$ cat config.mk
export PLATFORM = sky130hd
export DESIGN_NAME = hc595_receiver
export DESIGN_NICKNAME = d
export VERILOG_FILES = /design/src/rtl/hc595_receiver.sv
export SDC_FILE = /design/constraint.sdc
export NUM_CORES = 1
export LEC_CHECK = 0
export CORE_MARGIN = 2
export CORE_UTILIZATION = 40
export CTS_BUF_LIST = sky130_fd_sc_hd__clkbuf_2 sky130_fd_sc_hd__clkbuf_4 sky130_fd_sc_hd__clkbuf_8
export DETAILED_ROUTE_END_ITERATION = 16
export SYNTH_ARGS = -nofsm -noshare
export SYNTH_HDL_FRONTEND = slang
export SYNTH_SLANG_ARGS = --single-unit
$ cat constraint.sdc
create_clock -name clk -period 5.2 [get_ports clk]
set_input_delay 1.56 -clock clk [delete_from_list [all_inputs] [get_ports clk]]
set_output_delay 1.56 -clock clk [all_outputs]
set_load 0.1 [all_outputs]
$ cat src/rtl/hc595_receiver.sv
// Receiver for a 74HC595-style serial display stream (srclk/rclk/dio).
// It oversamples the inputs in the local clock domain, rebuilds the seg/sel bytes and checks each frame when it is latched.
module hc595_receiver #(
    parameter int SYNC_STAGES    = 2,
    parameter int FRAME_BITS     = 16,
    parameter int TIMEOUT_CYCLES = 1024
) (
    input  logic       clk,
    input  logic       reset_n,
    input  logic       srclk_in,
    input  logic       rclk_in,
    input  logic       dio_in,
    output logic [7:0] seg,
    output logic [7:0] sel,
    output logic       frame_valid,
    output logic       frame_err,
    output logic [4:0] bit_cnt
);

    localparam int IdleW = (TIMEOUT_CYCLES > 2) ? $clog2(TIMEOUT_CYCLES) : 1;
    localparam logic [IdleW-1:0] IdleMax   = IdleW'(TIMEOUT_CYCLES - 1);
    localparam logic [4:0]       FullCount = 5'(FRAME_BITS);

    logic [SYNC_STAGES-1:0] srclkSync_q, rclkSync_q, dioSync_q;
    logic                   srclkPrev_q, rclkPrev_q;
    logic                   srclkRise, rclkRise, dioSync;

    logic [FRAME_BITS-1:0]  sr_q, sr_d;
    logic [4:0]             cnt_q, cnt_d;
    logic [IdleW-1:0]       idle_q, idle_d;
    logic [7:0]             seg_q, seg_d, sel_q, sel_d;
    logic                   valid_q, valid_d, err_q, err_d;

    // The three pipelines are the same depth so dio stays aligned with srclk.
    always_ff @(posedge clk or negedge reset_n) begin
        if (!reset_n) begin
            srclkSync_q <= '0;
            rclkSync_q  <= '0;
            dioSync_q   <= '0;
            srclkPrev_q <= 1'b0;
            rclkPrev_q  <= 1'b0;
        end else begin
            srclkSync_q <= {srclkSync_q[SYNC_STAGES-2:0], srclk_in};
            rclkSync_q  <= {rclkSync_q[SYNC_STAGES-2:0], rclk_in};
            dioSync_q   <= {dioSync_q[SYNC_STAGES-2:0], dio_in};
            srclkPrev_q <= srclkSync_q[SYNC_STAGES-1];
            rclkPrev_q  <= rclkSync_q[SYNC_STAGES-1];
        end
    end

    assign srclkRise = srclkSync_q[SYNC_STAGES-1] & ~srclkPrev_q;
    assign rclkRise  = rclkSync_q[SYNC_STAGES-1] & ~rclkPrev_q;
    assign dioSync   = dioSync_q[SYNC_STAGES-1];

    // A latch always sees the pre-shift register and count, even if a shift lands in the same cycle.
    always_comb begin
        sr_d    = sr_q;
        cnt_d   = cnt_q;
        idle_d  = idle_q;
        seg_d   = seg_q;
        sel_d   = sel_q;
        valid_d = 1'b0;
        err_d   = 1'b0;

        if (rclkRise) begin
            if (cnt_q == FullCount) begin
                seg_d   = sr_q[FRAME_BITS-1 -: 8];
                sel_d   = sr_q[7:0];
                valid_d = 1'b1;
            end else if (cnt_q != 5'd0) begin
                err_d = 1'b1;
            end
            cnt_d  = 5'd0;
            idle_d = '0;
        end

        if (srclkRise) begin
            sr_d   = {sr_q[FRAME_BITS-2:0], dioSync};
            idle_d = '0;
            if (rclkRise) begin
                cnt_d = 5'd1;
            end else if (cnt_q != 5'd31) begin
                cnt_d = cnt_q + 5'd1;
            end
        end else if (!rclkRise) begin
            if (cnt_q == 5'd0) begin
                idle_d = '0;
            end else if (idle_q == IdleMax) begin
                cnt_d  = 5'd0;
                idle_d = '0;
                err_d  = 1'b1;
            end else begin
                idle_d = idle_q + IdleW'(1);
            end
        end
    end

    always_ff @(posedge clk or negedge reset_n) begin
        if (!reset_n) begin
            sr_q    <= '0;
            cnt_q   <= 5'd0;
            idle_q  <= '0;
            seg_q   <= 8'd0;
            sel_q   <= 8'd0;
            valid_q <= 1'b0;
            err_q   <= 1'b0;
        end else begin
            sr_q    <= sr_d;
            cnt_q   <= cnt_d;
            idle_q  <= idle_d;
            seg_q   <= seg_d;
            sel_q   <= sel_d;
            valid_q <= valid_d;
            err_q   <= err_d;
        end
    end

    assign seg         = seg_q;
    assign sel         = sel_q;
    assign frame_valid = valid_q;
    assign frame_err   = err_q;
    assign bit_cnt     = cnt_q;

endmodule

registers.png
The bar under the picture is 20 um long.
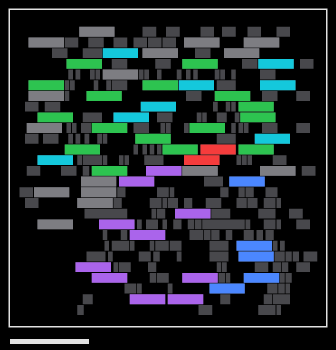
- red: `dioSync_q` (sequential cells 2)
- blue: `bit_cnt` (sequential cells 5; where south-east)
- purple: `idle_q` (sequential cells 10)
- cyan: `sel` (sequential cells 8)
- green: `sr_q` (sequential cells 16)
- not coloured: 16

zoom.png
Window x 45 to 75, y 5 to 35 um. Cells in grey, sequential cells in the stronger grey; small squares are vias.
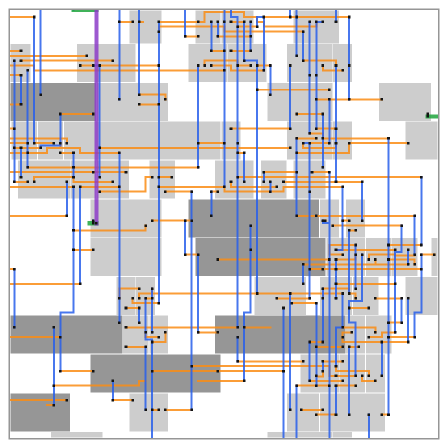
- orange: met1
- purple: met4
- green: met3
- blue: met2
- sequential cells in the window: 6
- most frequent: dfrtp_1 (6), nand2_1 (5), a21oi_1 (5)
- netlist names of flops here include: `bit_cnt` (4), `idle_q` (2)
- cells with their middle in the window: 56

==> results.sh <==
# yosys + openroad results
export IMPL_status="complete, no violations"
export IMPL_setup_ws_ns=1.70
export IMPL_layout_top_cells="dfrtp_1 (57), nand2_1 (56), clkdlybuf4s50_1 (26)"
export IMPL_core_um2=5570
export IMPL_antenna_found_initial=0
export IMPL_clk_pin_slew_ns=0.06
export IMPL_fmax_ghz=0.286
export IMPL_hold_end="dioSync_q[1]"
export IMPL_end_kind="output pin"
export IMPL_yosys_area_um2=2330
export IMPL_place_gp_congestion=0.784
export IMPL_routed_wl_mm=3.87
export IMPL_crit_family="buffers and inverters"
export IMPL_p_comb_uw=99.5
export IMPL_rows=27
export IMPL_first_global_vias=1469
export IMPL_ys_sh_mux=0.0816
export IMPL_max_stage_delay_ns=1.17
export IMPL_post_route_period_util=0.673
export IMPL_vias_per_cell=4.83
export IMPL_clk_latency_ns=0.32
export IMPL_io_pins=28
export IMPL_tns_ns=0
export IMPL_ys_sh_simple=0.196
export IMPL_leakage_uw=0.00138
export IMPL_timing_final_crit_period_ns=3.50
export IMPL_die_width_um=80.3
export IMPL_cp_num_buf_inv=1
export IMPL_final_area_um2=2870
export IMPL_pwr_group_clock_uw=446
export IMPL_powerDensity_nw_per_um2=366
export IMPL_area_leaders="dfrtp_1 (61%), nand2_1 (9.0%), mux2_2 (6.3%)"
export IMPL_syn_nets=216
export IMPL_irDropWorstVdd_uv=180
export IMPL_top_cell="dfrtp_1"
export IMPL_gr_usage_met1=0.190
export IMPL_p_sw_uw=250
export IMPL_dp_slack_ns=2.04
export IMPL_clock_sinks=57
export IMPL_wl_met1_mm=1.93
export IMPL_common_cells="dfrtp_1 (57), nand2_1 (56), mux2_2 (13), nor2_1 (13)"
export IMPL_crit_slowest_cell="clkdlybuf4s50_1"
export IMPL_reg2reg_slack_ns=3.23
export IMPL_nNetsFinal=248
export IMPL_finalHoldWorstSlack_ns=0.350
export IMPL_post_cts_setup_buffer_count=0
export IMPL_antennaDiodeCount=0
export IMPL_met2_length_mm=1.75
export IMPL_grt_use_total=0.140
export IMPL_grtUsageMet2=0.199
export IMPL_vias=1521
export IMPL_tritoncts="yes"
export IMPL_crit_fanout=8
export IMPL_rr_startpoint="bit_cnt[0]"
export IMPL_dp_hpwl_mm=2.50
export IMPL_use_met3=0.0281
export IMPL_slew_limit_headroom=0.354
clock_map.png
The bar under the picture is 20 um long.
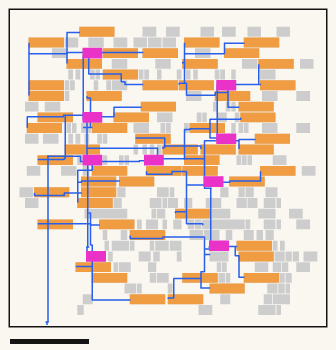
- orange: flip-flops (count 57)
- magenta: cells driving clock nets (count 9)
- blue: clock wires (length 688 um)
- flops lie: spread over the die
- routed clock nets: 10

==> registers in the layout (all words and copies together) (netlist names), 2 cells and up <==
signal,count
sel,8
rclkSync_q,2
bit_cnt,5
srclkSync_q,2
idle_q,10
seg,8
dioSync_q,2
sr_q,16
==> cell type report <==
cell class	count	area, um^2
well taps	72	90.1
multi-input cells	138	836
clock buffers	12	153
inverters	4	15.0
flip-flops and latches	57	1430
clock inverters	3	65.1
fillers	529	2710
repair buffers	29	280
==> logic make-up after synthesis <==
family,after synthesis
flip-flops,57
XOR/XNOR,7
AND-OR/OR-AND,13
multiplexers,17
AND/OR/NAND/NOR,97
buffers and inverters,12
adder cells (fa/ha/maj),4
